**Sequential cells coloured by netlist name**

Scale: 2 px per µm.
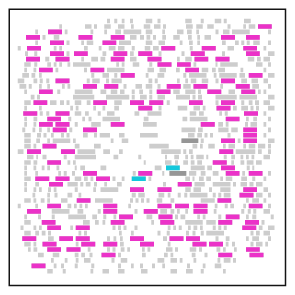
**Met3 routing**

Scale: 2 px per µm.
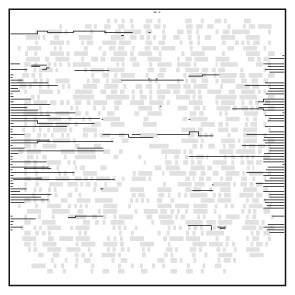
**Signal wires by layer**

Scale: 2 px per µm.
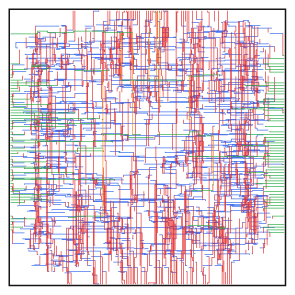
**Routing congestion**

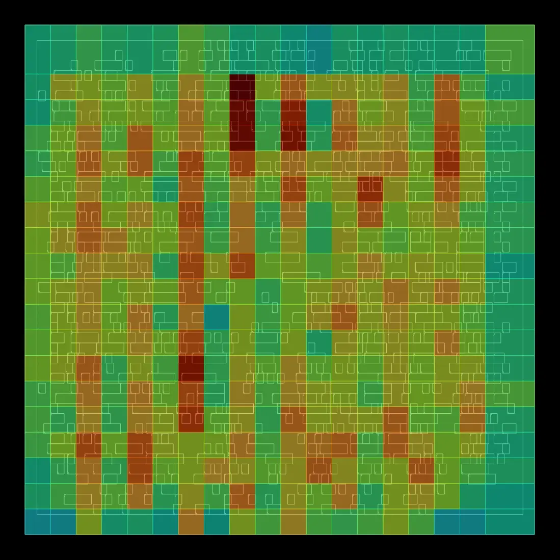
$ cat src/rtl/word_gather_pkg.sv
// Shared stream basics: the FILL/FULL state type and sizing helpers
// used by word_gather and its interface.
package word_gather_pkg;

  typedef logic [0:0] state_t;

  localparam state_t FILL = 1'b0;
  localparam state_t FULL = 1'b1;

  function automatic int count_bits(input int words);
    return $clog2(words + 1);
  endfunction

endpackage

$ cat src/rtl/word_gather_if.sv
// Producer/consumer bundle for word_gather. The slave side belongs to the
// gatherer; the master side drives words in and takes vectors out.
interface word_gather_if
  import word_gather_pkg::*;
#(
  parameter int BITS  = 64,
  parameter int WORDS = 2
);

  logic                            in_valid;
  logic                            in_ready;
  logic [BITS-1:0]                 in_data;
  logic                            in_last;
  logic                            out_valid;
  logic                            out_ready;
  logic [BITS-1:0]                 out_data [WORDS];
  logic [count_bits(WORDS)-1:0]    out_count;

  modport master (
    output in_valid, in_data, in_last, out_ready,
    input  in_ready, out_valid, out_data, out_count
  );

  modport slave (
    input  in_valid, in_data, in_last, out_ready,
    output in_ready, out_valid, out_data, out_count
  );

endinterface

$ cat src/rtl/word_gather.sv
// Collects BITS-wide words into a WORDS-slot vector, closing early on in_last,
// and holds the vector until the consumer takes it.
module word_gather
  import word_gather_pkg::*;
#(
  parameter int BITS  = 64,
  parameter int WORDS = 2
) (
  input logic          clk,
  input logic          reset,
  word_gather_if.slave bus
);

  localparam int IW = $clog2(WORDS);
  localparam int CW = count_bits(WORDS);
  localparam logic [IW-1:0] LAST_IDX = IW'(WORDS - 1);

  state_t          state;
  logic [IW-1:0]   idx;
  logic [CW-1:0]   count;
  logic [BITS-1:0] slots [WORDS];

  // Handshake flags decode state only, so no input reaches them combinationally.
  assign bus.in_ready  = (state == FILL);
  assign bus.out_valid = (state == FULL);
  assign bus.out_data  = slots;
  assign bus.out_count = count;

  always_ff @(posedge clk) begin
    if (reset) begin
      state <= FILL;
      idx   <= '0;
      count <= '0;
      for (int k = 0; k < WORDS; k++) slots[k] <= '0;
    end else if (state == FILL) begin
      if (bus.in_valid) begin
        for (int k = 0; k < WORDS; k++) begin
          if (idx == IW'(k)) slots[k] <= bus.in_data;
        end
        if (bus.in_last || idx == LAST_IDX) begin
          state <= FULL;
          count <= CW'(idx) + CW'(1);
          idx   <= '0;
        end else begin
          idx <= idx + IW'(1);
        end
      end
    end else if (bus.out_ready) begin
      // Clearing on release lets a later early-closed vector show zeros.
      state <= FILL;
      for (int k = 0; k < WORDS; k++) slots[k] <= '0;
    end
  end

endmodule

$ cat src/flat_wrapper.sv
// flat-port wrapper written by rule: the top's interface ports become plain ports
module word_gather_flat import word_gather_pkg::*;
#(
  parameter int BITS  = 64,
  parameter int WORDS = 2
)
  (clk, reset, bus_in_valid, bus_in_data, bus_in_last, bus_out_ready, bus_in_ready, bus_out_valid, bus_out_data, bus_out_count);
  word_gather_if #(.BITS(BITS), .WORDS(WORDS)) bus_i ();
  input logic clk;
  input logic reset;
  input wire logic [$bits(bus_i.in_valid)-1:0] bus_in_valid;
  input wire logic [$bits(bus_i.in_data)-1:0] bus_in_data;
  input wire logic [$bits(bus_i.in_last)-1:0] bus_in_last;
  input wire logic [$bits(bus_i.out_ready)-1:0] bus_out_ready;
  output wire logic [$bits(bus_i.in_ready)-1:0] bus_in_ready;
  output wire logic [$bits(bus_i.out_valid)-1:0] bus_out_valid;
  output wire logic [$bits(bus_i.out_data)-1:0] bus_out_data;
  output wire logic [$bits(bus_i.out_count)-1:0] bus_out_count;
  assign bus_i.in_valid = bus_in_valid;
  assign bus_i.in_data = bus_in_data;
  assign bus_i.in_last = bus_in_last;
  assign bus_i.out_ready = bus_out_ready;
  assign bus_in_ready = bus_i.in_ready;
  assign bus_out_valid = bus_i.out_valid;
  assign bus_out_data = {>>{bus_i.out_data}};
  assign bus_out_count = bus_i.out_count;
  word_gather #(.BITS(BITS), .WORDS(WORDS)) u_core (.clk(clk), .reset(reset), .bus(bus_i));
endmodule
$ cat config.mk
export PLATFORM = sky130hd
export DESIGN_NAME = word_gather_flat
export DESIGN_NICKNAME = d
export VERILOG_FILES = /design/src/rtl/word_gather_pkg.sv /design/src/rtl/word_gather_if.sv /design/src/rtl/word_gather.sv /design/src/flat_wrapper.sv
export SDC_FILE = /design/constraint.sdc
export NUM_CORES = 1
export LEC_CHECK = 0
export CELL_PAD_IN_SITES_DETAIL_PLACEMENT = 1
export CELL_PAD_IN_SITES_GLOBAL_PLACEMENT = 1
export CORE_MARGIN = 3
export CORE_UTILIZATION = 27
export DETAILED_ROUTE_END_ITERATION = 8
export GPL_TIMING_DRIVEN = 0
export PLACE_DENSITY_LB_ADDON = 0.1
export SKIP_LAST_GASP = 1
export SYNTH_ARGS = -nofsm -noshare
export SYNTH_HDL_FRONTEND = slang
export SYNTH_SLANG_ARGS = --single-unit
$ cat constraint.sdc
create_clock -name clk -period 1.5 [get_ports clk]
set_clock_uncertainty 0.2 [all_clocks]
set_input_delay 0.3 -clock clk [delete_from_list [all_inputs] [get_ports clk]]
set_output_delay 0.3 -clock clk [all_outputs]
set_load 0.02 [all_outputs]
==> ci_impl_report.md <==
### Yosys + OpenROAD results

| Metric | Value |
|---|---|
| DRT Pass-1 Iters | `5` |
| Setup ws final | `-205.9 ps` |
| HPWL Detailed | `12700 µm` |
| Syn Area/Cell | `9.040 µm²` |
| Distinct lib cells used | `21` |
| CP endpoint kind | `flop` |
| Power of the clock network | `0.00423 W` |
| Cell count in the Yosys report | `516` |
| Top comb family, area | `simple AND/OR/NAND/NOR gates` |
| Synthesis Warnings | `0` |
| Int Pwr | `0.007013 W` |
| Logic share of the area | `26.92%` |
| Final Hold Vio Count | `0` |
| Core ar. | `0.01676 mm²` |
| Port Buf Inserts | `200` |
| Syn Nets | `585` |
| Area Growth Syn to Fin | `66.60%` |
| Post-CTS setup buffers | `9` |
| RSZ-0062 raised after global routing | `true` |
| Synth Cell Area | `0.004664 mm²` |
| Diode count | `0` |
| Flop share of the area | `34.10%` |
| P_sw | `0.002509 W` |
| Total negative slack | `-7819 ps` |
| Tool warning count | `29` |
| Leading cell kind | `flip-flops and latches` |
| Minimum hold slack | `259.6 ps` |
| Status | `finished with violations` |
| DRT Wirelength | `18260 µm` |
| Synth top area share | `56.65%` |
| Cell Count, Final, Fillers Out | `983` |
| Max rail drop VDD | `0.8025 mV` |
| Final critical-path required period | `1706 ps` |
| Multi-In Gates | `334` |
| Num CTS Buffers | `17` |
| Ports | `201` |
| WS Path Type | `reg2reg` |
| Largest net degree at the start of global routing | `20` |
| MaxCap Viol Count | `0` |
| Startpoint types | `flop` |
| Initial DRC Count | `152` |
| CTS tree | `yes` |
| Switching Fraction | `26.35%` |
| Final setup vio count | `66` |
| Total grt overflow | `0` |
| Failing checks | `setup timing` |
| DRC viols | `0` |
| Max stage delay on crit path | `410 ps` |
| Num rows | `47` |
| Cell Pwr Density | `1225 mW/mm²` |
| Post-synth area hogs | `dfxtp_1 57%, nand3_1 14%, o21ai_0 12%` |
| First-pass GRT wire length | `26880 µm` |
| Reg clk slew, reported paths | `60 ps` |
| Root Driver | `clkbuf_16` |
| Fin util | `46.37%` |
| Clock-cell share | `7.728%` |
| Detail Route Antenna Nets | `0` |
| Share of layout cells above drive strength 1 | `38.14%` |
| Clk ins delay skew pair | `410 ps` |
| Fa+ha+maj area frac | `0%` |
Back to the opening pictures, 'sequential cells coloured by netlist name':
colour	name in the netlist	placed flops
cyan	u_core.bus.out_count	2
magenta	u_core.bus.out_data	128
not coloured	2

Back to the opening pictures, 'met3 routing':
main direction	horizontal
nets with wire on the layer	122
longest straight run	50.6 µm
share of all routed wire	8.3%
wire length on this layer	1510 µm

Back to the opening pictures, 'signal wires by layer':
colour	layer	wire length
green	metal 3	1510 µm
red	metal 2	8990 µm
orange	metal 4	296 µm
blue	metal 1	7470 µm

Back to the opening pictures, 'routing congestion':
met2 Use GR: 31.24%
DR WL/cell: 18.58 µm
GRT Resource Usage Total: 18.59%
GRT Max-Usage Layer: met2

[synth_stat cells (all sizes together)]
cell type	n
a211oi	1
a21bo	1
a21oi	4
buf	24
clkbuf	25
dfxtp	132
inv	1
mux2i	1
nand2b	65
nand3	128
nand3b	1
nor2	2
nor2b	1
o21ai	129
or3b	1
[final timing paths]
kind                                 start                        to
setup / recovery      u_core.bus.out_valid  u_core.bus.out_data[112]
hold / removal    u_core.bus.out_data[118]  u_core.bus.out_data[118]
setup reg to reg      u_core.bus.out_valid  u_core.bus.out_data[112]
hold reg to reg   u_core.bus.out_data[118]  u_core.bus.out_data[118]
[per-layer routing]
layer,track usage [%],routed length (µm),vias up,share of wire [%]
li1,-,-,2277,-
met1,22.10,7468,2271,41
met2,31.24,8990,151,49
met3,6.574,1508,20,8.3
met4,6.098,295,0,1.6
met5,0,0,-,0
No activity file was given, so power comes from the tool's default toggle rates.
